Figure 1. Power grid (run 1).
Bar = 50 um. Pins as bars on the die edge.
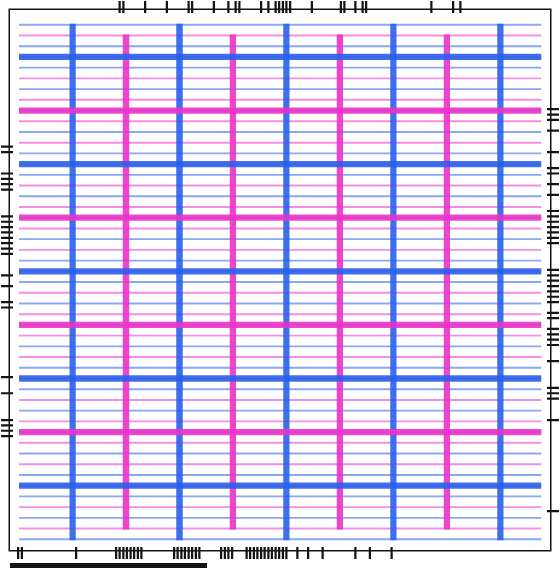
Figure 2. Placed cells, one color a class (run 1).
Bar = 50 um.
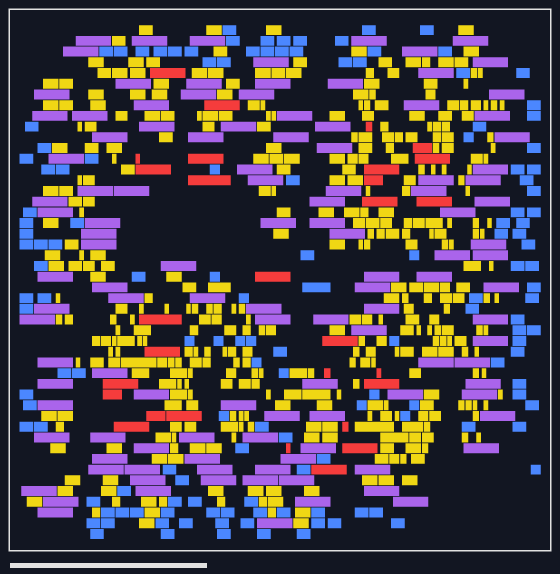
Figure 3. Routed clock nets over the placement (run 1).
Bar = 50 um.
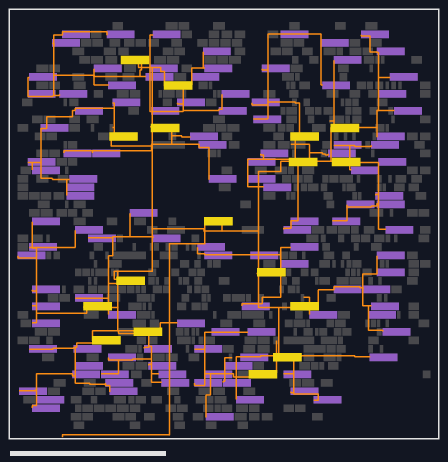
[src/rtl/cpu_mem_access_unit.sv]
// ---------------------------------------------------------------------------
// cpu_mem_access_unit
//
// Breaks one CPU memory access of 1..MAX_BYTES bytes into single-byte bus
// cycles. Bytes go out in ascending order starting at base_addr. The address
// of each byte is base_addr+k, optionally wrapped within a bank (low 16 bits)
// or a page (low 8 bits). Read data returns one cycle after each request and
// is assembled little-endian into rdata. All outputs are registered.
//
// Optional feature macro: CPU_MAU_WRAP_MODES_EN
//   defined   : wrap_mode selects linear / bank / page address wrapping
//   undefined : wrap_mode is ignored and every transfer is linear
//
// Ports
//   clk         clock, rising edge
//   rst         asynchronous reset, active low
//   enable      1 = advance, 0 = freeze every register (bus slave shares it)
//   start       transfer request, only looked at in IDLE
//   rd_wr       0 = read, 1 = write
//   num_bytes   transfer length, legal 1..MAX_BYTES
//   wrap_mode   0/3 linear, 1 bank, 2 page
//   base_addr   address of byte 0
//   wdata       write bytes, byte k at [k*DATA_WIDTH +: DATA_WIDTH]
//   data_in     bus read data, valid the cycle after a read request
//   busy        transfer in progress (low again in the done cycle)
//   done        one-cycle completion pulse
//   err         one-cycle pulse after a start with an illegal length
//   rdata       assembled read bytes, unread bytes zero
//   req_rdwr    bus request valid
//   which_rdwr  bus direction, 0 = read, 1 = write
//   addr        bus address
//   data_out    bus write data
// ---------------------------------------------------------------------------
module cpu_mem_access_unit #(
    parameter int ADDR_WIDTH = 24,
    parameter int DATA_WIDTH = 8,
    parameter int MAX_BYTES  = 3
) (
    input  logic                            clk,
    input  logic                            rst,
    input  logic                            enable,
    input  logic                            start,
    input  logic                            rd_wr,
    input  logic [1:0]                      num_bytes,
    input  logic [1:0]                      wrap_mode,
    input  logic [ADDR_WIDTH-1:0]           base_addr,
    input  logic [MAX_BYTES*DATA_WIDTH-1:0] wdata,
    input  logic [DATA_WIDTH-1:0]           data_in,
    output logic                            busy,
    output logic                            done,
    output logic                            err,
    output logic [MAX_BYTES*DATA_WIDTH-1:0] rdata,
    output logic                            req_rdwr,
    output logic                            which_rdwr,
    output logic [ADDR_WIDTH-1:0]           addr,
    output logic [DATA_WIDTH-1:0]           data_out
);

    localparam int   IDX_W = $clog2(MAX_BYTES + 1);
    localparam logic DIR_READ = 1'b0;

    typedef enum logic [1:0] {IDLE, XFER, TAIL, DONE} state_t;

    state_t                          state_reg, state_next;
    logic [IDX_W-1:0]                idx_reg, idx_next;     // byte currently on the bus
    logic [IDX_W-1:0]                last_reg, last_next;   // index of final byte
    logic                            dir_reg, dir_next;
    logic [ADDR_WIDTH-1:0]           base_reg, base_next;
    logic [MAX_BYTES*DATA_WIDTH-1:0] wdata_reg, wdata_next;
    logic [1:0]                      mode_reg, mode_next;

    logic                            busy_reg, busy_next;
    logic                            done_reg, done_next;
    logic                            err_reg, err_next;
    logic [MAX_BYTES*DATA_WIDTH-1:0] rdata_reg, rdata_next;
    logic                            req_reg, req_next;
    logic                            which_reg, which_next;
    logic [ADDR_WIDTH-1:0]           addr_reg, addr_next;
    logic [DATA_WIDTH-1:0]           dout_reg, dout_next;

    // Control strobes from the FSM to the datapath
    logic                            load_byte;   // present byte idx_next on the bus
    logic                            clr_rdata;
    logic                            cap_en;
    logic [IDX_W-1:0]                cap_idx;

    // In IDLE the first byte comes straight from the request inputs;
    // afterwards from the latched copies.
    logic                            sel_idle;
    logic                            dir_sel;
    logic [ADDR_WIDTH-1:0]           base_sel;
    logic [MAX_BYTES*DATA_WIDTH-1:0] wdata_sel;
    logic [1:0]                      mode_sel;
    logic [ADDR_WIDTH-1:0]           addr_sum;
    logic [ADDR_WIDTH-1:0]           addr_wrapped;
    logic                            len_legal;

    assign sel_idle  = (state_reg == IDLE);
    assign dir_sel   = sel_idle ? rd_wr     : dir_reg;
    assign base_sel  = sel_idle ? base_addr : base_reg;
    assign wdata_sel = sel_idle ? wdata     : wdata_reg;
    assign mode_sel  = sel_idle ? wrap_mode : mode_reg;
    assign len_legal = (num_bytes != 2'd0) && (32'(num_bytes) <= MAX_BYTES);
    assign addr_sum  = base_sel + {{(ADDR_WIDTH-IDX_W){1'b0}}, idx_next};

`ifdef CPU_MAU_WRAP_MODES_EN
    // Bank/page wrapping keeps the upper address bits of base_addr and lets
    // only the low 16 / 8 bits roll over.
    always_comb begin
        addr_wrapped = addr_sum;
        case (mode_sel)
            2'd1:    addr_wrapped = {base_sel[ADDR_WIDTH-1:16], addr_sum[15:0]};
            2'd2:    addr_wrapped = {base_sel[ADDR_WIDTH-1:8],  addr_sum[7:0]};
            default: addr_wrapped = addr_sum;
        endcase
    end
`else
    logic unused_mode;
    assign unused_mode  = ^mode_sel;
    assign addr_wrapped = addr_sum;
`endif

    // Next-state and next-output logic
    always_comb begin
        state_next = state_reg;
        idx_next   = idx_reg;
        last_next  = last_reg;
        dir_next   = dir_reg;
        base_next  = base_reg;
        wdata_next = wdata_reg;
        mode_next  = mode_reg;
        busy_next  = busy_reg;
        done_next  = 1'b0;
        err_next   = 1'b0;
        req_next   = req_reg;
        which_next = which_reg;
        addr_next  = addr_reg;
        dout_next  = dout_reg;
        load_byte  = 1'b0;
        clr_rdata  = 1'b0;
        cap_en     = 1'b0;
        cap_idx    = idx_reg - IDX_W'(1);

        case (state_reg)
            IDLE: begin
                if (start) begin
                    if (len_legal) begin
                        dir_next   = rd_wr;
                        last_next  = IDX_W'(num_bytes - 2'd1);
                        base_next  = base_addr;
                        wdata_next = wdata;
                        mode_next  = wrap_mode;
                        idx_next   = '0;
                        busy_next  = 1'b1;
                        clr_rdata  = 1'b1;
                        load_byte  = 1'b1;
                        state_next = XFER;
                    end else begin
                        err_next = 1'b1;
                    end
                end
            end
            XFER: begin
                // Read data for the previous byte is on data_in this cycle.
                cap_en = (dir_reg == DIR_READ) && (idx_reg != '0);
                if (idx_reg == last_reg) begin
                    req_next  = 1'b0;
                    dout_next = '0;
                    if (dir_reg == DIR_READ) begin
                        // One more cycle to collect the final byte.
                        idx_next   = idx_reg + IDX_W'(1);
                        state_next = TAIL;
                    end else begin
                        busy_next  = 1'b0;
                        done_next  = 1'b1;
                        state_next = DONE;
                    end
                end else begin
                    idx_next  = idx_reg + IDX_W'(1);
                    load_byte = 1'b1;
                end
            end
            TAIL: begin
                cap_en     = 1'b1;
                busy_next  = 1'b0;
                done_next  = 1'b1;
                state_next = DONE;
            end
            DONE: begin
                state_next = IDLE;
            end
            default: state_next = IDLE;
        endcase

        if (load_byte) begin
            req_next   = 1'b1;
            which_next = dir_sel;
            addr_next  = addr_wrapped;
            dout_next  = (dir_sel == DIR_READ) ? '0
                                               : wdata_sel[idx_next*DATA_WIDTH +: DATA_WIDTH];
        end
    end

    // Per-lane read capture: cleared on accept, loaded when its byte returns.
    for (genvar gi = 0; gi < MAX_BYTES; gi++) begin : g_rlane
        assign rdata_next[gi*DATA_WIDTH +: DATA_WIDTH] =
            clr_rdata                           ? '0 :
            (cap_en && (cap_idx == IDX_W'(gi))) ? data_in :
                                                  rdata_reg[gi*DATA_WIDTH +: DATA_WIDTH];
    end

    always_ff @(posedge clk or negedge rst) begin
        if (!rst) begin
            state_reg <= IDLE;
        end else if (enable) begin
            state_reg <= state_next;
        end
    end

    always_ff @(posedge clk or negedge rst) begin
        if (!rst) begin
            idx_reg   <= '0;
            last_reg  <= '0;
            dir_reg   <= DIR_READ;
            base_reg  <= '0;
            wdata_reg <= '0;
            mode_reg  <= '0;
            busy_reg  <= 1'b0;
            done_reg  <= 1'b0;
            err_reg   <= 1'b0;
            rdata_reg <= '0;
            req_reg   <= 1'b0;
            which_reg <= DIR_READ;
            addr_reg  <= '0;
            dout_reg  <= '0;
        end else if (enable) begin
            idx_reg   <= idx_next;
            last_reg  <= last_next;
            dir_reg   <= dir_next;
            base_reg  <= base_next;
            wdata_reg <= wdata_next;
            mode_reg  <= mode_next;
            busy_reg  <= busy_next;
            done_reg  <= done_next;
            err_reg   <= err_next;
            rdata_reg <= rdata_next;
            req_reg   <= req_next;
            which_reg <= which_next;
            addr_reg  <= addr_next;
            dout_reg  <= dout_next;
        end
    end

    assign busy       = busy_reg;
    assign done       = done_reg;
    assign err        = err_reg;
    assign rdata      = rdata_reg;
    assign req_rdwr   = req_reg;
    assign which_rdwr = which_reg;
    assign addr       = addr_reg;
    assign data_out   = dout_reg;

endmodule

[config.mk]
export PLATFORM = sky130hd
export DESIGN_NAME = cpu_mem_access_unit
export DESIGN_NICKNAME = d
export VERILOG_FILES = /design/src/rtl/cpu_mem_access_unit.sv
export SDC_FILE = /design/constraint.sdc
export NUM_CORES = 1
export LEC_CHECK = 0
export CELL_PAD_IN_SITES_DETAIL_PLACEMENT = 0
export CELL_PAD_IN_SITES_GLOBAL_PLACEMENT = 2
export CORE_MARGIN = 2
export CORE_UTILIZATION = 34
export DETAILED_ROUTE_END_ITERATION = 8
export PLACE_DENSITY = 0.79
export SYNTH_ARGS = -nofsm -noshare
export SYNTH_HDL_FRONTEND = slang
export SYNTH_SLANG_ARGS = --single-unit
[constraint.sdc]
create_clock -name clk -period 3.75 [get_ports clk]
set_input_delay 0.75 -clock clk [delete_from_list [all_inputs] [get_ports clk]]
set_output_delay 0.75 -clock clk [all_outputs]
set_load 0.005 [all_outputs]
==> impl_metrics.toml, run 1 <==
# yosys + openroad results
[synth]
syn_nets = 591
netlist_instances = 514
ff_type = "dfrtp_1"
ys_cells = 514
synth_flops = 116
synth_seq_share_pct = 48.2
syn_avg_cell_area_um2 = 11.7
common_cells = "dfrtp_1, mux2_2, nand2_1"
ys_area_um2 = 6020
top_cell = "dfrtp_1"
synthesis.area_um2 = 6020
top_cell_area_share_pct = 48.2
edf_count = 0
topCellsByArea = "dfrtp_1, mux2_2, mux2i_1"
postSynth.asyncResetShare_pct = 100
yosysTopAreaCell = "dfrtp_1"
ys_warn_count = 0
synthDistinctLibCells = 56

[detailed_routing]
drc_errors = 0
drtPass1Iterations = 4
wl_mm = 14.3
vias = 4400
ant_nets = 0
wire_per_inst_um = 16.2
drtIter0Drc = 192
via_per_inst = 4.97

[cts]
htreeDepth = 4
cts_buffers = 17
numClockSinks = 116
clock_path_buffers = 2
cts_setup_buffers = 0
cts_hold_buf = 0
root_buffer = "clkbuf_16"
cts.repair.resized = 0
cts_tree = "built"
clkTransAtPathRegs_ps = 50

[job]
warnings = 34
drv_cap = 0

[floorplan]
die_area_um2 = 18800
initial_core_util_pct = 34.8
ios = 126

[sta]
rsz0062_at_grt = "false"
slew_headroom_pct = 42.3
min_period_ps = 3250
setup-violations-final = 0
period_used_pct = 86.7
skew_ps = 7.54
timing.fmax_mhz = 308
tns_ps = 0
worst_slack_ps = 501
worstMarginPinSlew_ps = 865
hold_violations = 0
slew_viol_final = 0
fin_hold_ws_ps = 450

[placement]
placement.io_buffers = 123
gp_congestion = 0.775
place_ws_ps = 80.5
placed_area_um2 = 7580
placedCellCount = 856
dp_hpwl_mm = 10.3

[hold_path]
hp-class = "primary input to async pin"

[critical_path]
critPathTopFamily = "AND-OR/OR-AND gates"
start_kind = "primary input"
path_max_fanout = 4
crit_path_end_kind = "flip-flop"
path_cells = "clkdlybuf4s50_1 -> inv_1 -> ha_1 -> nand3b_1 -> a32oi_1 -> and3_1 -> inv_1 -> ha_1 -> a21oi_1 -> buf_4 -> a2111o_1 -> nor3_1 -> and3b_1 -> o31ai_1"
crit_path_max_incr_delay_ps = 470
rrSetupSlack_ps = 760
cp.arrival_ps = 3560
cp.required_ps = 4060
cp_slowest_cell = "clkdlybuf4s50_1"
critical_path_class = "primary input to flip-flop"
crit_buf_inv = 4

[layout]
final_cells = 885
area_growth_syn_to_layout_pct = 35.3
nets = 727
fill_cells = 1572
drive_above_1_share_pct = 22.0
antennaDiodeCount = 0

[outcome]
status = "completed"

[power_and_ir_drop]
p_leak_nw = 3.45
p_per_area_nw_per_um2 = 851

[global_route]
first_global_vias = 4611
track_usage_pct = 16.2
antenna_found_initial = 0
grt_pass1_wl_mm = 23.5
grt-ovfl-total = 0
grt_max_degree = 67
-- Figure 1 (at the start) --
net	color
VDD	magenta
VSS	blue
signal pins	126
met5 straps	9
rows	48
Chip Width: 137 um
worst vdd ir: 0.000336 V
Core Area: 17,300 um^2
Die Ht: 137 um

-- Figure 2 (at the start) --
class	color	cells
flops	purple	116
all other logic	yellow	374
clock drivers and dummy loads	red	29
other buffers and delay cells	blue	141
flop share of the area: 35.6%
Cell Rows: 48
design area: 8140 um^2
Final Util: 47.1%

-- Figure 3 (at the start) --
[cells driving clock nets] yellow | count: 17
[flip-flops] purple | count: 116
[clock wires] orange | length: 1,740 um
flops lie	widely spread
routed clock nets	18
Late-Pin Clk Latency: 410 ps
Clock power frac: 22.7%

==> run 1: stage by stage <==
stage                     util, %  total power, mW
after floorplan                 -             4.16
after global placement       43.8             5.34
after detailed placement     43.8             5.43
after CTS                    47.1             7.04
after global routing         47.1             7.48
final                        47.1             6.93
==> run 1: worst reg2reg max path: cells and delay by family (launching register included) <==
| kind | cells | cell delay, ps |
|---|---|---|
| flip-flops | 1 | 430 |
| AND/OR/NAND/NOR | 4 | 690 |
| buffers and inverters | 3 | 370 |
| AND-OR/OR-AND | 4 | 840 |
| adder cells (fa/ha/maj) | 2 | 550 |
==> run 1: per-layer routing <==
metal | up-vias | routed length, um | GRT usage (%)
met5 | - | 0 | 0
met2 | 86 | 6890 | 26.0
li1 | 2138 | - | -
met4 | 0 | 205 | 5.90
met3 | 16 | 586 | 3.70
met1 | 2160 | 6640 | 21.5
==> run 1: cells by family (layout without fill, tap and decap cells) <==
| logic type | after synthesis | in the layout | share of synthesized area (%) |
|---|---|---|---|
| fa+ha+maj | 12 | 12 | 2.62 |
| flops | 116 | 116 | 48.2 |
| mux | 129 | 129 | 23.3 |
| compound gates | 76 | 76 | 9.38 |
| simple gates | 120 | 120 | 10.5 |
| xor+xnor | 18 | 18 | 2.62 |
| buf+inv | 43 | 189 | 3.26 |
==> run 1: placed cells by master, fill, tap and decap left out, drive strengths merged, types with 3 or more instances in the layout <==
cell / instances
mux2: 90
o21ai: 30
nand3b: 8
o221ai: 8
clkinv: 3
mux2i: 39
ha: 11
nor2b: 3
nand4: 11
a31oi: 3
and2: 10
a222oi: 3
dfrtp: 116
buf: 19
clkbuf: 24
xor2: 5
nor3: 3
clkdlybuf4s50: 122
o31ai: 5
xnor2: 13
inv: 19
a21oi: 7
a21o: 3
nor2: 5
nand3: 15
nand2: 53
==> run 1: path summary, 6_finish.rpt <==
check / start / to / cells after the start
setup / recovery: num_bytes[0] / addr[7]$_DFFE_PN0P_ / 14
hold / removal: rst / addr[4]$_DFFE_PN0P_ / 1
setup reg to reg: state_reg[0]$_DFFE_PN0P_ / addr[7]$_DFFE_PN0P_ / 13
hold reg to reg: addr[22]$_DFFE_PN0P_ / addr[22]$_DFFE_PN0P_ / 2
max in group asynchronous: rst / done$_DFFE_PN0P_ / 2
min in group clk: addr[22]$_DFFE_PN0P_ / addr[22]$_DFFE_PN0P_ / 2
==> run 1: power by group <==
| part | internal (mW) | switching, mW | leakage (nW) | total [mW] |
|---|---|---|---|---|
| combinational | 1.74 | 1.39 | 1.74 | 3.14 |
| clock | 1.03 | 0.538 | 0.282 | 1.57 |
| sequential | 1.84 | 0.376 | 1.43 | 2.22 |
==> run 1: area by class of cell <==
| type | count | area (um^2) | share of cell area (%) |
|---|---|---|---|
| multi-input combinational | 355 | 2940 | 36.2 |
| sequential | 116 | 2900 | 35.6 |
| timing repair buffer | 141 | 1380 | 16.9 |
| clock buffer | 24 | 492 | 6.04 |
| tap | 225 | 282 | 3.46 |
| clock inverter | 5 | 75.1 | 0.922 |
| inverter | 19 | 71.3 | 0.876 |
==> run 2, diff against run 1 <==
--- a/config.mk
+++ b/config.mk
@@ -8,9 +8,9 @@
 export CELL_PAD_IN_SITES_DETAIL_PLACEMENT = 0
 export CELL_PAD_IN_SITES_GLOBAL_PLACEMENT = 2
 export CORE_MARGIN = 2
-export CORE_UTILIZATION = 34
+export CORE_UTILIZATION = 30
 export DETAILED_ROUTE_END_ITERATION = 8
-export PLACE_DENSITY = 0.79
+export PLACE_DENSITY = 0.74
 export SYNTH_ARGS = -nofsm -noshare
 export SYNTH_HDL_FRONTEND = slang
 export SYNTH_SLANG_ARGS = --single-unit
==> constraint.sdc (replaced) <==
create_clock -name clk -period 2.82 [get_ports clk]
set_input_delay 0.564 -clock clk [delete_from_list [all_inputs] [get_ports clk]]
set_output_delay 0.564 -clock clk [all_outputs]
set_load 0.005 [all_outputs]
Figure 4. Cell outlines without signal wires (run 2).
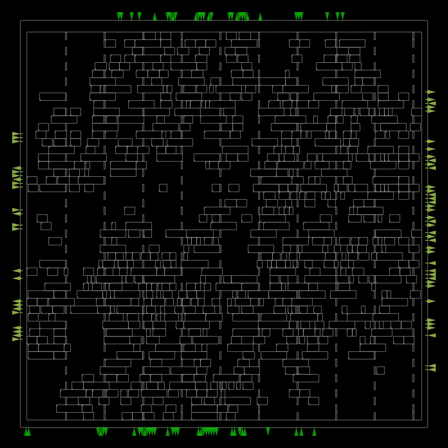
Tap Count: 265
Cell Count, Final, Fillers Out: 951
flop share of the area: 33.7%

Figure 5. Placed cells, one color a class (run 2).
Bar = 50 um.
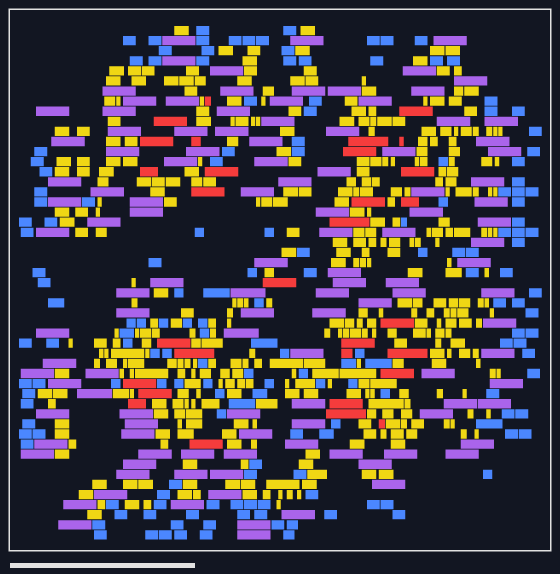
design area: 8620 um^2
Final Util: 44.0%
Cell Rows: 51
Core Area: 19,600 um^2

==> run 2 against run 1 <==
- area after synthesis did not move
- clock-buffer cell count fell by 3
- first-iteration DRC count rose by 31%
- sequential cell count did not move
- sequential share of layout area fell by 1.9 points
- critical path depth fell by 1
- global-route usage fell by 1.2 points
- critical path type is now flip-flop to flip-flop
- largest cell class unchanged
- highest routed layer unchanged
==> impl_metrics.toml, run 2 <==
# yosys + openroad results
[outcome]
status = "completed"

[sta]
hold_violations = 0
worstMarginPinSlew_ps = 588
min_period_ps = 2670
slew_viol_final = 0
skew_ps = 8.08
timing.fmax_mhz = 374
fin_hold_ws_ps = 118
setup-violations-final = 0

[synth]
ys_area_um2 = 6020
edf_count = 0
top_cell_area_share_pct = 48.2
ff_type = "dfrtp_1"
synth_flops = 116
synth_seq_share_pct = 48.2
ys_warn_count = 0
topCellsByArea = "dfrtp_1, mux2_2, mux2i_1"
top_cell = "dfrtp_1"
syn_nets = 591

[critical_path]
path_max_fanout = 5
cp.arrival_ps = 2980
critical_path_class = "flip-flop to flip-flop"
cp_slowest_cell = "dfrtp_2"
crit_path_end_kind = "flip-flop"
crit_path_max_incr_delay_ps = 430
r2r-start = "state_reg[0]$_DFFE_PN0P_"
start_kind = "flip-flop"
r2r_cells = 13
path_cells = "inv_2 -> ha_4 -> nand3b_1 -> a32oi_1 -> and3_4 -> inv_2 -> ha_4 -> a21oi_4 -> a2111oi_4 -> buf_6 -> nand2_4 -> o31a_1 -> o31ai_1"
worstSetupStartpoint = "state_reg[0]$_DFFE_PN0P_"

[global_route]
grt_pass1_wl_mm = 25.3
grt_max_degree = 63
first_global_vias = 4666
antenna_found_initial = 0
grt-ovfl-total = 0

[cts]
cts_buffers = 17
numClockSinks = 116
clkTransAtPathRegs_ps = 60
worstSkewPairLatency_ps = 410
cts_tree = "built"

[layout]
fill_cells = 1866
nets = 752
area_growth_syn_to_layout_pct = 43.2
layout_top_cell = "clkdlybuf4s50_1"

[placement]
placement.io_buffers = 123
dp_hpwl_mm = 11.2
placedCellCount = 909

[floorplan]
die_area_um2 = 21200
ios = 126
initial_core_util_pct = 30.7
dieHeight_um = 146

[hold_path]
hp-class = "primary input to async pin"

[power_and_ir_drop]
power_frac_comb_pct = 46.5
p_leak_nw = 3.68
ir_drop_v = 0.000651
p_int_mw = 6.70
p_sw_share_pct = 32.9
p_per_area_nw_per_um2 = 1160
pwr-share-clk_pct = 23.7
finalPower_mw = 9.99

[job]
drv_cap = 0

[detailed_routing]
wl_mm = 15.6
via_per_inst = 4.74
wire_per_inst_um = 16.4
==> run 2: path summary, 6_finish.rpt <==
| check | end | slack, ps |
|---|---|---|
| setup / recovery | addr[23]$_DFFE_PN0P_ | 150 |
| setup reg to reg | addr[23]$_DFFE_PN0P_ | 150 |
| max in group asynchronous | addr[7]$_DFFE_PN0P_ | 2000 |
| min in group clk | addr[6]$_DFFE_PN0P_ | 470 |
| hold reg to reg | addr[6]$_DFFE_PN0P_ | 470 |
| hold / removal | base_reg[2]$_DFFE_PN0P_ | 120 |
==> run 2: critical path: cells and delay by family, from the launching register on <==
kind,cells,cell delay [ps]
compound gates,5,990
fa+ha+maj,2,430
simple gates,3,380
buf+inv,3,320
flops,1,430
==> run 2: area by class of cell <==
| class | count | share of cell area (%) |
|---|---|---|
| clock buffers | 21 | 5.46 |
| clock inverters | 9 | 2.05 |
| inverters | 19 | 0.828 |
| multi-input cells | 355 | 35.2 |
| flip-flops and latches | 116 | 33.7 |
| well taps | 265 | 3.85 |
| repair buffers | 166 | 18.9 |
==> run 2: kinds of logic (layout without fill, tap and decap cells) <==
group	count (synthesis)	count (layout)	synth area share, %
muxes	129	129	23.3
and+or+nand+nor	120	120	10.5
DFF	116	116	48.2
AOI/OAI and AO/OA	76	76	9.38
buffers and inverters	43	215	3.26
xor gates and xnor gates	18	18	2.62
adders and majority gates	12	12	2.62
==> run 2: power groups by stage <==
stage	registers, mW	clock network [mW]	logic (mW)
final	2.98	2.37	4.64
after CTS	2.97	2.43	4.54
after floorplan	2.90	0	2.81
after detailed placement	3.00	0	4.49
after global routing	3.08	2.51	5.08
after global placement	2.95	0	4.40
==> run 2: stage by stage <==
stage	worst slack, ps	setup TNS [ps]	cell area [um^2]
after CTS	23.1	0	8490
after global placement	-545	-9340	7790
after detailed placement	-639	-10910	7790
after floorplan	-213	-1180	6090
final	146	0	8620
after global routing	9.71	0	8620
==> run 2: timing repair <==
item,CTS,global route
pin swaps,5,2
setup endpoints to repair,17,19
gates cloned,1,0
setup buffers,3,8
resized,9,16
hold buffers,0,0
==> run 2: metal layers <==
layer	track usage (%)	vias to the layer above	part of all wire, %
met5	0	-	0
met4	4.66	0	1.1
met3	3.79	16	4.0
met2	24.8	92	49
met1	19.5	2216	46
li1	-	2179	-
Power figures rest on the tool's default switching activity, not on a simulated workload.
